File: src/rtl/fetch_stage.sv
// IF stage of the 5-stage MIPS pipeline: owns the PC and drives a single-outstanding
// req/valid instruction-memory handshake. A one-entry hold buffer keeps a returned word across stalls.
module fetch_stage #(
    parameter int                         ADDRESS_WIDTH = 32,
    parameter int                         INSTR_WIDTH   = 32,
    parameter logic [ADDRESS_WIDTH-1:0]   RESET_PC      = '0,
    parameter logic [INSTR_WIDTH-1:0]     NOP_INSTR     = '0
) (
    input  logic                      i_CLK,
    input  logic                      i_RST,
    input  logic                      i_StallF,
    input  logic                      i_PCSrcD,
    input  logic [ADDRESS_WIDTH-1:0]  i_PCBranchD,
    output logic                      o_IMemReq,
    output logic [ADDRESS_WIDTH-1:0]  o_IMemAddr,
    input  logic                      i_IMemValid,
    input  logic [INSTR_WIDTH-1:0]    i_IMemRData,
    output logic [INSTR_WIDTH-1:0]    o_InstrF,
    output logic                      o_InstrValidF,
    output logic                      o_FetchBusy,
    output logic [ADDRESS_WIDTH-1:0]  o_PCF,
    output logic [ADDRESS_WIDTH-1:0]  o_PCPlus4F
);

    localparam logic [1:0] S_IDLE  = 2'd0;
    localparam logic [1:0] S_REQ   = 2'd1;
    localparam logic [1:0] S_HELD  = 2'd2;
    localparam logic [1:0] S_DRAIN = 2'd3;

    logic [1:0]               state_reg, state_next;
    logic [ADDRESS_WIDTH-1:0] pc_reg, pc_next;
    logic [ADDRESS_WIDTH-1:0] drain_reg, drain_next;
    logic [INSTR_WIDTH-1:0]   hold_reg, hold_next;
    logic [ADDRESS_WIDTH-1:0] target;
    logic [ADDRESS_WIDTH-1:0] pc_plus4;
    logic                     redirect;

    // Targets are always word aligned; the low two bits from decode are discarded.
    assign target   = i_PCBranchD & ~ADDRESS_WIDTH'(3);
    assign pc_plus4 = pc_reg + ADDRESS_WIDTH'(4);
    assign redirect = i_PCSrcD & ~i_StallF;

    always_comb begin
        state_next = state_reg;
        pc_next    = pc_reg;
        drain_next = drain_reg;
        hold_next  = hold_reg;
        case (state_reg)
            S_IDLE: state_next = S_REQ;
            S_REQ: begin
                if (i_StallF) begin
                    if (i_IMemValid) begin
                        hold_next  = i_IMemRData;
                        state_next = S_HELD;
                    end
                end else if (i_PCSrcD) begin
                    pc_next = target;
                    if (!i_IMemValid) begin
                        // The in-flight read must complete before a new address may be issued.
                        drain_next = pc_reg;
                        state_next = S_DRAIN;
                    end
                end else if (i_IMemValid) begin
                    pc_next = pc_plus4;
                end
            end
            S_HELD: begin
                if (!i_StallF) begin
                    pc_next    = i_PCSrcD ? target : pc_plus4;
                    state_next = S_REQ;
                end
            end
            S_DRAIN: begin
                if (redirect)
                    pc_next = target;
                if (i_IMemValid)
                    state_next = S_REQ;
            end
            default: state_next = S_IDLE;
        endcase
    end

    always_ff @(posedge i_CLK or negedge i_RST) begin
        if (!i_RST) begin
            state_reg <= S_IDLE;
            pc_reg    <= RESET_PC;
            drain_reg <= '0;
            hold_reg  <= NOP_INSTR;
        end else begin
            state_reg <= state_next;
            pc_reg    <= pc_next;
            drain_reg <= drain_next;
            hold_reg  <= hold_next;
        end
    end

    always_comb begin
        o_IMemReq     = 1'b0;
        o_IMemAddr    = pc_reg;
        o_InstrValidF = 1'b0;
        o_InstrF      = NOP_INSTR;
        case (state_reg)
            S_REQ: begin
                o_IMemReq     = 1'b1;
                o_InstrValidF = i_IMemValid;
                if (i_IMemValid)
                    o_InstrF = i_IMemRData;
            end
            S_HELD: begin
                o_InstrValidF = 1'b1;
                o_InstrF      = hold_reg;
            end
            S_DRAIN: begin
                o_IMemReq  = 1'b1;
                o_IMemAddr = drain_reg;
            end
            default: ;
        endcase
    end

    assign o_FetchBusy = ~o_InstrValidF;
    assign o_PCF       = pc_reg;
    assign o_PCPlus4F  = pc_plus4;

endmodule
File: config.mk
export PLATFORM = sky130hd
export DESIGN_NAME = fetch_stage
export DESIGN_NICKNAME = d
export VERILOG_FILES = /design/src/rtl/fetch_stage.sv
export SDC_FILE = /design/constraint.sdc
export NUM_CORES = 1
export LEC_CHECK = 0
export CAP_MARGIN = 25
export CORE_ASPECT_RATIO = 1.4
export CORE_MARGIN = 8
export CORE_UTILIZATION = 45
export CTS_CLUSTER_SIZE = 24
export DETAILED_ROUTE_END_ITERATION = 7
export GPL_TIMING_DRIVEN = 0
export HOLD_SLACK_MARGIN = 0.05
export PLACE_DENSITY = 0.8
export SLEW_MARGIN = 30
export SYNTH_ARGS = -nofsm -noshare
export SYNTH_HDL_FRONTEND = slang
export SYNTH_SLANG_ARGS = --single-unit
export TNS_END_PERCENT = 5
File: constraint.sdc
create_clock -name i_CLK -period 2.3 [get_ports i_CLK]
set_input_delay 0.46 -clock i_CLK [delete_from_list [all_inputs] [get_ports i_CLK]]
set_output_delay 0.46 -clock i_CLK [all_outputs]
set_load 0.02 [all_outputs]
Run 1, where the registers sit:
Scale: 2 px per um. Other sequential cells in the stronger gray, the rest of the logic in the fainter gray.
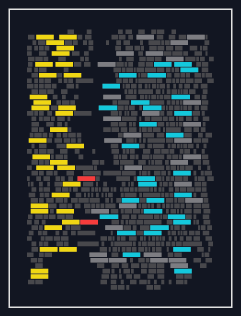
| color | name in the netlist | placed flops |
|---|---|---|
| red | `state_reg` | 2 |
| yellow | `hold_reg` | 32 |
| cyan | `o_PCF` | 30 |
Layout Utilization: 68.92%
Reg area: 0.002365 mm2

Run 1, clock nets:
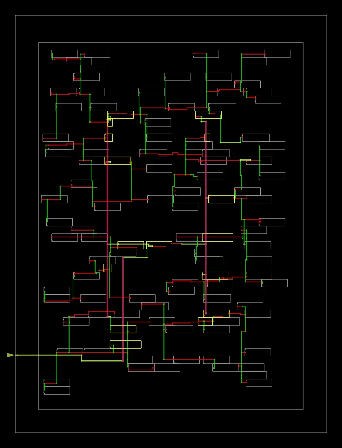
clock tree sinks: 94
count of clock-net buffers in the final layout: 10
clock network power consumption: 1.65 mW

Run 1, cells by drive strength:
Scale: 3 px per um.
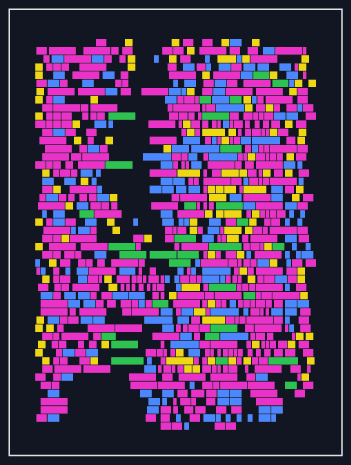
| color | size | cells | share |
|---|---|---|---|
| green | drive 6 and up | 31 | 3.9% |
| yellow | drive 3 to 4 | 114 | 14% |
| magenta | drive 1 or less | 471 | 59% |
| blue | drive 2 | 179 | 23% |
area growth from synthesis to layout: 50.24%
area of all placed cells without fillers: 0.008444 mm2
Buffers excl. clock: 286

Run 1, the metal 3 layer:
Scale: 3 px per um.
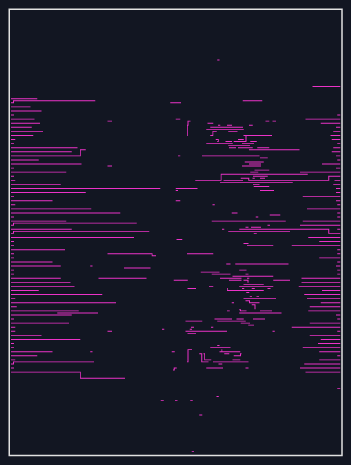
wire length on this layer: 2010 um
nets with wire on the layer: 223
longest straight run: 49.4 um
met3 global-route usage: 7.739%
wire length after detailed routing: 19970 um
total vias in the final route: 5494

[run 1: cell type report]
cell class	instances	area, um2
repair buffers	234	1993
well taps	150	187.7
multi-input cells	392	3131
flip-flops and latches	94	2365
clock buffers	10	239.0
clock inverters	6	85.08
fillers	923	3807
plain buffers	52	417.9
inverters	7	26.28
[run 1: cell usage after synthesis, types with 2 or more instances]
| cell | instances |
|---|---|
| sky130_fd_sc_hd__and4_1 | 2 |
| sky130_fd_sc_hd__inv_1 | 7 |
| sky130_fd_sc_hd__nand4_4 | 2 |
| sky130_fd_sc_hd__dfrtp_1 | 94 |
| sky130_fd_sc_hd__nor3_2 | 2 |
| sky130_fd_sc_hd__a22oi_1 | 34 |
| sky130_fd_sc_hd__clkbuf_2 | 2 |
| sky130_fd_sc_hd__ha_1 | 5 |
| sky130_fd_sc_hd__a2bb2oi_1 | 20 |
| sky130_fd_sc_hd__buf_1 | 4 |
| sky130_fd_sc_hd__xor2_1 | 5 |
| sky130_fd_sc_hd__nand2_2 | 2 |
| sky130_fd_sc_hd__o21ai_0 | 16 |
| sky130_fd_sc_hd__mux2_2 | 90 |
| sky130_fd_sc_hd__buf_2 | 22 |
| sky130_fd_sc_hd__xnor2_1 | 23 |
| sky130_fd_sc_hd__nand4_1 | 7 |
| sky130_fd_sc_hd__nor2_1 | 8 |
| sky130_fd_sc_hd__clkbuf_1 | 20 |
| sky130_fd_sc_hd__and2_1 | 4 |
| sky130_fd_sc_hd__nor3_4 | 2 |
| sky130_fd_sc_hd__and3_1 | 6 |
| sky130_fd_sc_hd__nand3_2 | 2 |
| sky130_fd_sc_hd__a21oi_1 | 32 |
| sky130_fd_sc_hd__o211ai_1 | 2 |
| sky130_fd_sc_hd__nor2b_1 | 34 |
| sky130_fd_sc_hd__o22ai_1 | 20 |
| sky130_fd_sc_hd__nand2_1 | 38 |
| sky130_fd_sc_hd__buf_4 | 6 |
| sky130_fd_sc_hd__nand3_1 | 15 |
[run 1: repair_timing]
| item | 4_1_cts | 5_1_grt |
|---|---|---|
| pin swaps | 14 | 9 |
| buffers inserted | 21 | 21 |
| endpoints found under the setup margin | 105 | 112 |
| resized | 441 | 62 |
[run 1: metal layers]
layer  part of all wire [%]  vias up  global-route usage, %
met1                     35     2622                  23.89
met4                    4.4        0                  10.44
li1                       -     2448                      -
met3                     10       78                  7.739
met2                     51      346                  40.08
met5                      0        -                      0
[run 1: per-stage QoR]
step | TNS [ns] | total power [mW] | hold WS (ns)
final | -4.485 | 13.73 | 0.05475
after global routing | -11.57 | 14.45 | 0.08815
after CTS | -4.528 | 13.32 | 0.07021
after detailed placement | -55.29 | 11.77 | 0.4393
after global placement | -313.47 | 11.56 | 0.4829
after floorplan | 0 | 8.150 | 0.1644
[run 1: power by group]
| part | internal [mW] | switching, mW | total [mW] |
|---|---|---|---|
| Sequential | 2.51 | 0.740 | 3.25 |
| Combinational | 4.09 | 4.74 | 8.83 |
| Clock | 0.980 | 0.673 | 1.65 |
| Total | 7.59 | 6.15 | 13.7 |
==> summary.txt, run 1 <==
Update from the flow run.

The flip-flop count of the largest register after layout is 32. The CTS root buffer is sky130_fd_sc_hd__clkbuf_16. In the synthesized netlist, the dominant kind of combinational cell is multiplexers. For this run, the final setup violation count is recorded as 33. The run finished, with violations left. The main flop type after synthesis is sky130_fd_sc_hd__dfrtp_1.

The post-layout instance count excluding filler cells is 945. The critical path maximum fanout is 7. The routed layout reports a DRC error count of 0.

At the end of routability-driven placement, the weighted congestion stood at 0.8709. The clock tree from TritonCTS is yes. For reference, the placement row count at floorplan is 48. The number of cells on the critical path is 7. Per the OpenROAD floorplan log, the area of the core is 0.01225 mm2.

The number of warnings printed during yosys synthesis is 0. Per STA, the highest per-stage delay on the worst path measures 0.37 ns. Of the total synthesized cell area, the portion taken by AND-OR and OR-AND cells is 15.20%. The fraction of the cycle the final worst path needs is 113.1%. On the critical path, the stage with the largest delay is an instance of sky130_fd_sc_hd__dfrtp_1. The category of the critical setup timing path is flop to output port. The clock transition at the register clock pins on the worst setup and hold paths after CTS is 0.07 ns. The script logs the mean routed wire length per placed instance as 21.13 um. The number of global-route vias before repair is 5680. The area share of the largest cell type after synthesis is 41.85%. The critical path's top delay family is buffers and inverters. The tally of buffers added on design ports is 191.

The tightest min-delay check is of the primary input to async pin type. The floorplan report gives the top-level pin count as 200. The portion of the post-synthesis area used by sequential elements is 41.85%. The pre-placement core utilization is 45.87%. The critical path required time is 1.84 ns. The OpenROAD warning count is 33. For this run the detailed placement stage logged an HPWL of 14090 um. Logic depth along the worst register-to-register path is recorded as 8. CTS built an H-tree with a depth of 3. The overflow left after global routing is 0. The final worst slack is -0.3022 ns.

The total of flip-flops plus latches after synthesis is 94. The area of the synthesized netlist per yosys stat is 0.005620 mm2. The share of synthesized registers carrying an async set or reset is 100.0%. According to the timing report, the arrival time at the worst endpoint equals 2.14 ns. STA classifies the critical path endpoint as an output port. The number of pins exceeding their max-slew limit in the final report is 0. The per-instance average area after synthesis is 10.37 um2. For reference, XOR and XNOR gates occupy 4.363% of the area reported after synthesis. The startpoint type of the worst setup path is a flop. The die is 148.2 um tall. The count of inserted antenna diode cells is 0. The checks that failed: setup timing. Setup repair after global routing could not meet its margin everywhere.

Headroom to the max-slew limit came out at 59.23%. For this run, the post-layout net count is 864. The first routing iteration left 274 violations.
--- run 2 (diff from run 1) ---
--- a/config.mk
+++ b/config.mk
@@ -14,6 +14,7 @@
 export GPL_TIMING_DRIVEN = 0
 export HOLD_SLACK_MARGIN = 0.05
 export PLACE_DENSITY = 0.8
+export SETUP_SLACK_MARGIN = 0.1
 export SLEW_MARGIN = 30
 export SYNTH_ARGS = -nofsm -noshare
 export SYNTH_HDL_FRONTEND = slang
Run 2, where the registers sit:
Scale: 2 px per um. Other sequential cells in the stronger gray, the rest of the logic in the fainter gray.
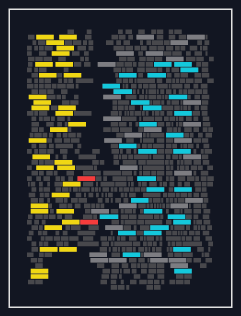
| color | name in the netlist | placed flops |
|---|---|---|
| yellow | `hold_reg` | 32 |
| cyan | `o_PCF` | 30 |
| red | `state_reg` | 2 |
Layout Utilization: 71.56%
Sequential Power: 3.25 mW

Run 2, clock nets:
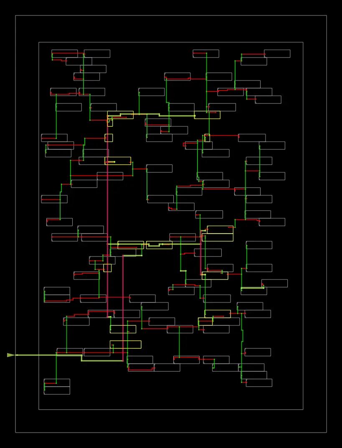
cts bufs inserted: 9
maximum clock skew at final layout: 0.008735 ns
clock network power consumption: 1.64 mW
later-pin clock latency in the skew report: 0.34 ns
number of sequential cells in the layout: 94

==> run 2 against run 1 <==
  * The flow still finishes with violations (setup timing)
  * Clock power about the same
  * Critical endpoint is now o_PCPlus4F[31]
  * Sequential power hardly changed
  * Total power grew 3.8%
  * Combinational power up 6.1%
  * Core utilization rose by 2.6 points
  * Synthesized cell count did not move
  * Clock skew is 0.00069 ns lower
  * Routed wire length is 2.6% higher
  * Register-to-register slack gained 0.05 ns
  * Hold slack better by 0.0061 ns
  * Via count up 0.60%
  * Flip-flop count stayed put
==> summary.txt, run 2 <==
Update from the flow run.

The flow ran to the end, but the final reports show violations. The final reports fail on setup timing. The worst setup path is launched from a flop.

The most used flip-flop cell after synthesis is sky130_fd_sc_hd__dfrtp_1. The number of pins exceeding their max-slew limit in the final report came to 0 (unchanged). The fill cell total of the finished layout is 868 (-6.0%). The post-layout instance count excluding filler cells is 947 (+0.21%). The final standard cell area without fillers is 0.008767 mm2 (+3.8%). The pre-placement core utilization is 45.87% (unchanged). The worst setup path is captured at an output port. The count of clock tree sinks is 94 (unchanged). The critical path required time is 1.84 ns (about the same). The worst reg-to-reg path cell count came to 9 (+1). The share of synthesized registers carrying an async set or reset was 100.0% (unchanged). The share of total power in combinational logic is 65.7% (+1.4 points).

The final setup violation count is 65 (+97%). The flip-flop count of the largest register after layout is 32 (unchanged). The data arrival time of the worst path is 2.22 ns (+0.08 ns).

The maximum net fanout on the critical path came to 8 (+1). The remaining design rule violation count is 0 (unchanged). The worst-case headroom to the max-slew limit came to 55.02% (-4.2 points). The final worst slack was -0.3764 ns (-0.07422 ns). The number of global-route vias before repair is 5891 (+3.7%). The overflow left after global routing is 0 (unchanged). The OpenROAD warning count is 34 (+3.0%). The placer's final routability congestion estimate is 0.8709 (unchanged).

TritonCTS built the clock tree. Looking at the setup timing report, the critical path kind is flop to output port. The most frequently used cell type in the post-synthesis netlist is sky130_fd_sc_hd__dfrtp_1. The portion of the post-synthesis area used by sequential elements is 41.85% (unchanged). Setup repair after global routing could not meet its margin everywhere. The type of the tightest min-delay check is primary input to async pin.

The core box area is 0.01225 mm2 (unchanged). The number of DRC violations after detailed-routing iteration 0 is 323 (+18%). The clock group share of total power was 11.5% (-0.5 points). The area share of the largest cell type after synthesis is 41.85% (unchanged). The number of nets in the finished design is 865 (+0.12%).

The level count of the clock H-tree was 3 (unchanged). The internal cell power was 7.954 mW (+4.9%). The final total negative setup slack is -6.112 ns (-1.627 ns).

The clock transition at the register clock pins on the worst setup and hold paths after CTS is 0.07 ns (about the same). The power spent charging and discharging nets is 6.303 mW (+2.5%). The count of pins on the block boundary is 200 (unchanged).

The site row count is 48 (unchanged). Clock tree synthesis selected as its root buffer the cell sky130_fd_sc_hd__clkbuf_16. The final-report hold violation count is 0. The total of flip-flops plus latches after synthesis is 94 (unchanged).

The tally of buffers added on design ports is 191 (unchanged). The per-instance average area after synthesis was 10.37 um2 (unchanged).
Run 2, wire density map:
Scale: 2 px per um. The die is cut into 22 by 30 equal tiles; black is low, pale yellow is high, scaled to the fullest tile. Values are wire area over tile area, all layers added.
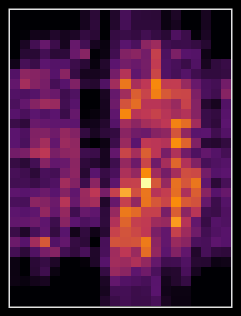
mean over tiles: 0.21
nearly empty tiles: 14%
fullest tile: 0.87
global-route total usage across every layer: 24.09%
DR WL/cell: 21.63 um
wire length after detailed routing: 20480 um
total vias in the final route: 5527

[run 2: cell counts after synthesis]
Identical to the previous run, type by type.
[run 2: cell families (layout without fill, tap and decap cells)]
logic type / after synthesis / count (layout) / synth area share [%]
AOI/OAI and AO/OA: 129 / 129 / 15.20
xor gates and xnor gates: 28 / 28 / 4.363
adders and majority gates: 5 / 5 / 1.113
buffers and inverters: 61 / 310 / 5.009
DFF: 94 / 94 / 41.85
muxes: 91 / 91 / 18.21
other: 1 / 7 / 0.06672
and+or+nand+nor: 133 / 133 / 14.18
[run 2: worst min path at each step]
stage / startpoint / end / slack (ns) / cells past startpoint
after global placement: drain_reg[13]$_DFFE_PN0P_ / drain_reg[13]$_DFFE_PN0P_ / 0.48 / 1
final: i_RST / drain_reg[30]$_DFFE_PN0P_ / 0.06 / 1
after CTS: i_RST / o_PCF[30]$_DFFE_PN0P_ / 0.07 / 1
after floorplan: i_RST / drain_reg[10]$_DFFE_PN0P_ / 0.16 / 0
after global routing: i_RST / drain_reg[30]$_DFFE_PN0P_ / 0.09 / 1
after detailed placement: i_RST / o_PCF[30]$_DFFE_PN0P_ / 0.44 / 1
[run 2: worst max-delay path: stages, from the launching register on]
cell	delay (ns)
sky130_fd_sc_hd__dfrtp_1	0.38
sky130_fd_sc_hd__buf_6	0.15
sky130_fd_sc_hd__nand4_1	0.11
sky130_fd_sc_hd__buf_6	0.15
sky130_fd_sc_hd__nor3_4	0.31
sky130_fd_sc_hd__buf_6	0.15
sky130_fd_sc_hd__nand4_1	0.18
sky130_fd_sc_hd__xnor2_2	0.25
sky130_fd_sc_hd__buf_4	0.18
[run 2: layout make-up]
cell class	instances	area, um2	area share (%)
Antenna cell	1	2.502	0.02854
Clock inverter	6	85.08	0.9705
Buffer	54	503.0	5.737
Timing Repair Buffer	233	2110	24.06
Sequential cell	94	2365	26.97
Multi-Input combinational cell	392	3249	37.06
Inverter	7	26.28	0.2997
Clock buffer	10	239.0	2.726
Tap cell	150	187.7	2.141
[run 2: per-stage QoR]
step           worst slack (ns)  util [%]  power, mW  hold WS, ns
3_3_place_gp             -2.823     63.16      11.56       0.4829
6_report                -0.3764     71.56      14.26      0.06080
2_1_floorplan           0.05160         -      8.150       0.1644
4_1_cts                 -0.2329     69.93      13.70      0.07021
5_1_grt                 -0.4144     71.56      15.00      0.09126
3_5_place_dp             -1.031     63.40      11.77       0.4393
[run 2: repair_timing]
item                       in CTS  in global routing
cloned                          0                  0
pin swaps                      18                 13
setup endpoints to repair     115                120
resized                       463                 66
setup buffers                  35                 11
[run 2: layer usage]
layer | up-vias | global-route usage [%] | part of all wire (%)
met2 | 358 | 41.81 | 51
met3 | 70 | 7.134 | 10
li1 | 2450 | - | -
met4 | 0 | 14.58 | 4.3
met5 | - | 0 | 0
met1 | 2649 | 25.19 | 35
[run 2: power groups by stage]
stage          logic [mW]  clock network, mW  registers [mW]
2_1_floorplan        4.82                  0            3.33
3_3_place_gp         8.43                  0            3.13
3_5_place_dp         8.57                  0            3.20
4_1_cts              8.83               1.65            3.21
5_1_grt              9.93               1.72            3.35
6_report             9.37               1.64            3.25
--- run 3 (diff from run 2) ---
--- a/config.mk
+++ b/config.mk
@@ -9,8 +9,10 @@
 export CORE_ASPECT_RATIO = 1.4
 export CORE_MARGIN = 8
 export CORE_UTILIZATION = 45
+export CTS_CLUSTER_DIAMETER = 100
 export CTS_CLUSTER_SIZE = 24
 export DETAILED_ROUTE_END_ITERATION = 7
+export GPL_ROUTABILITY_DRIVEN = 0
 export GPL_TIMING_DRIVEN = 0
 export HOLD_SLACK_MARGIN = 0.05
 export PLACE_DENSITY = 0.8
Run 3, cells by drive strength:
Scale: 3 px per um.
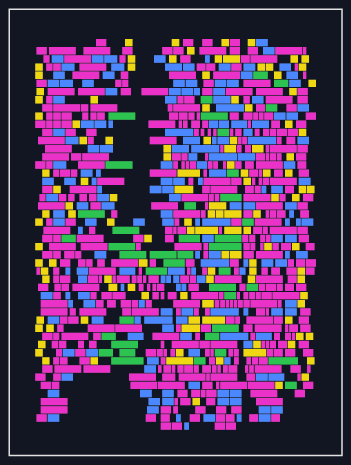
| color | size | cells | share |
|---|---|---|---|
| blue | drive 2 | 180 | 23% |
| green | drive 6 and up | 40 | 5.0% |
| magenta | drive 1 or less | 456 | 57% |
| yellow | drive 3 to 4 | 120 | 15% |
area of all placed cells without fillers: 0.008767 mm2
final worst slack: -0.3764 ns
area growth from synthesis to layout: 55.99%

Run 3, clock nets:
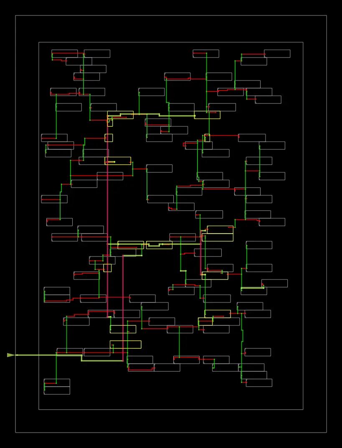

==> run 3 against run 2 <==
  * The flow still finishes with violations (setup timing)
  * Combinational power about the same
  * Count of clock-buffer cells in the layout is the same
  * Critical path depth is the same
  * Setup slack unchanged
  * Die size unchanged
  * Critical path type unchanged
  * Largest power group unchanged
==> summary.txt, run 3 <==
Update from the flow run.

The run finished, with violations left. The checks that failed: setup timing. The level count of the clock H-tree is 3 (unchanged).

The final setup violation count is 65 (unchanged). The final clock skew is 0.008735 ns (unchanged). The total power after layout is 14.26 mW (unchanged). The remaining design rule violation count is 0 (unchanged). The power spent charging and discharging nets is 6.303 mW (unchanged).

The clock network latency to the later pin of the worst-skew pair is 0.34 ns (about the same). The per-instance average area after synthesis is 10.37 um2 (unchanged). The core box area was 0.01225 mm2 (unchanged).

The count of pins on the block boundary is 200 (unchanged). The routed length per placed instance is 21.63 um (unchanged). For this run the top cell type by instance count after synthesis was sky130_fd_sc_hd__dfrtp_1.

The CTS root buffer is sky130_fd_sc_hd__clkbuf_16. The area share of the largest cell type after synthesis is 41.85% (unchanged). The maximum net fanout on the critical path came to 8 (unchanged). The pre-placement core utilization was 45.87% (unchanged). By startpoint and endpoint, the worst setup path is classified as flop to output port. The startpoint type of the worst setup path is a flop. The critical path required time is 1.84 ns (about the same). The overflow left after global routing is 0 (unchanged). Setup repair after global routing could not meet its margin everywhere. The worst reg-to-reg path cell count was 9 (unchanged). The worst-case headroom to the max-slew limit is 55.02% (unchanged). The flip-flop count of the largest register after layout is 32 (unchanged). The post-layout instance count excluding filler cells is 947 (unchanged). The number of nets in the finished design is 865 (unchanged). The share of total power in combinational logic is 65.7% (about the same).

The number of global-route vias before repair is 5891 (unchanged). The total routing usage reported by global routing is 24.09% (unchanged). The main flop type after synthesis is sky130_fd_sc_hd__dfrtp_1. The final worst slack is -0.3764 ns (unchanged). The site row count is 48 (unchanged).

The clock transition at the register clock pins on the worst setup and hold paths after CTS is 0.07 ns (about the same). The total number of vias came to 5527 (unchanged).
Run 3, the metal 3 layer:
Scale: 3 px per um.
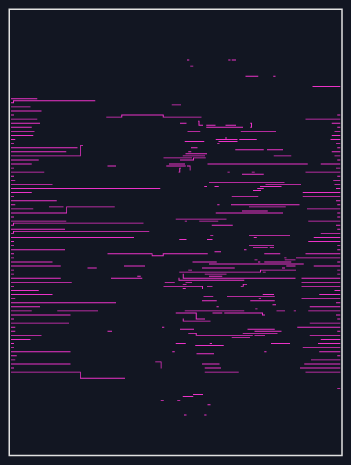
nets with wire on the layer: 218
main direction: horizontal
share of all routed wire: 10%
wire length on this layer: 2070 um
met3 global-route usage: 7.134%

-- run 3: cells by family after synthesis --
group | share of synthesized area [%]
muxes | 18.21
buffers and inverters | 5.009
DFF | 41.85
AOI/OAI and AO/OA | 15.20
and+or+nand+nor | 14.18
xor gates and xnor gates | 4.363
other | 0.06672
adders and majority gates | 1.113
-- run 3: timing repair --
action / CTS / global route
pin swaps: 18 / 13
resized: 463 / 66
setup endpoints to repair: 115 / 120
setup buffers: 35 / 11
endpoints found under the hold margin: 0 / 0
-- run 3: through the flow --
stage | setup slack (ns) | hold slack, ns | setup TNS (ns) | area [um2] | util, %
5_1_grt | -0.4144 | 0.09126 | -12.98 | 8767 | 71.56
3_5_place_dp | -1.031 | 0.4393 | -55.29 | 7767 | 63.40
2_1_floorplan | 0.05160 | 0.1644 | 0 | 5639 | -
3_3_place_gp | -2.823 | 0.4829 | -313.47 | 7739 | 63.16
6_report | -0.3764 | 0.06080 | -6.112 | 8767 | 71.56
4_1_cts | -0.2329 | 0.07021 | -6.146 | 8568 | 69.93
-- run 3: worst max path at each step --
stage / cells after the start / endpoint / slack [ns] / from
finish: 8 / o_PCPlus4F[31] / -0.38 / o_PCF[9]$_DFFE_PN0P_
global route: 8 / o_PCPlus4F[31] / -0.41 / o_PCF[9]$_DFFE_PN0P_
global placement: 1 / hold_reg[12]$_DFFE_PN0P_ / -2.82 / i_RST
detailed placement: 7 / o_InstrF[23] / -1.03 / i_IMemValid
floorplan: 5 / o_PCPlus4F[27] / 0.05 / o_PCF[4]$_DFFE_PN0P_
CTS: 8 / o_PCPlus4F[31] / -0.23 / o_PCF[19]$_DFFE_PN0P_
-- run 3: worst max-delay path, stage by stage, from the launching register on --
cell	delay, ns
sky130_fd_sc_hd__dfrtp_1	0.38
sky130_fd_sc_hd__buf_6	0.15
sky130_fd_sc_hd__nand4_1	0.11
sky130_fd_sc_hd__buf_6	0.15
sky130_fd_sc_hd__nor3_4	0.31
sky130_fd_sc_hd__buf_6	0.15
sky130_fd_sc_hd__nand4_1	0.18
sky130_fd_sc_hd__xnor2_2	0.25
sky130_fd_sc_hd__buf_4	0.18
-- run 3: power by group through the flow --
| stage | combinational (mW) | clock, mW | sequential [mW] |
|---|---|---|---|
| after global placement | 8.43 | 0 | 3.13 |
| after floorplan | 4.82 | 0 | 3.33 |
| after detailed placement | 8.57 | 0 | 3.20 |
| final | 9.37 | 1.64 | 3.25 |
| after CTS | 8.83 | 1.65 | 3.21 |
| after global routing | 9.93 | 1.72 | 3.35 |
-- run 3: cell type report --
type	count	area [um2]
inverters	7	26.28
diodes	1	2.502
repair buffers	233	2110
clock buffers	10	239.0
well taps	150	187.7
clock inverters	6	85.08
fillers	868	3485
multi-input cells	392	3249
flip-flops and latches	94	2365
plain buffers	54	503.0
-- run 3: layer usage --
metal / GRT usage (%) / vias up / share of wire, %
met4: 14.58 / 0 / 4.3
met1: 25.19 / 2649 / 35
met3: 7.134 / 70 / 10
met5: 0 / - / 0
met2: 41.81 / 358 / 51
li1: - / 2450 / -
No activity file was given, so power comes from the tool's default toggle rates.
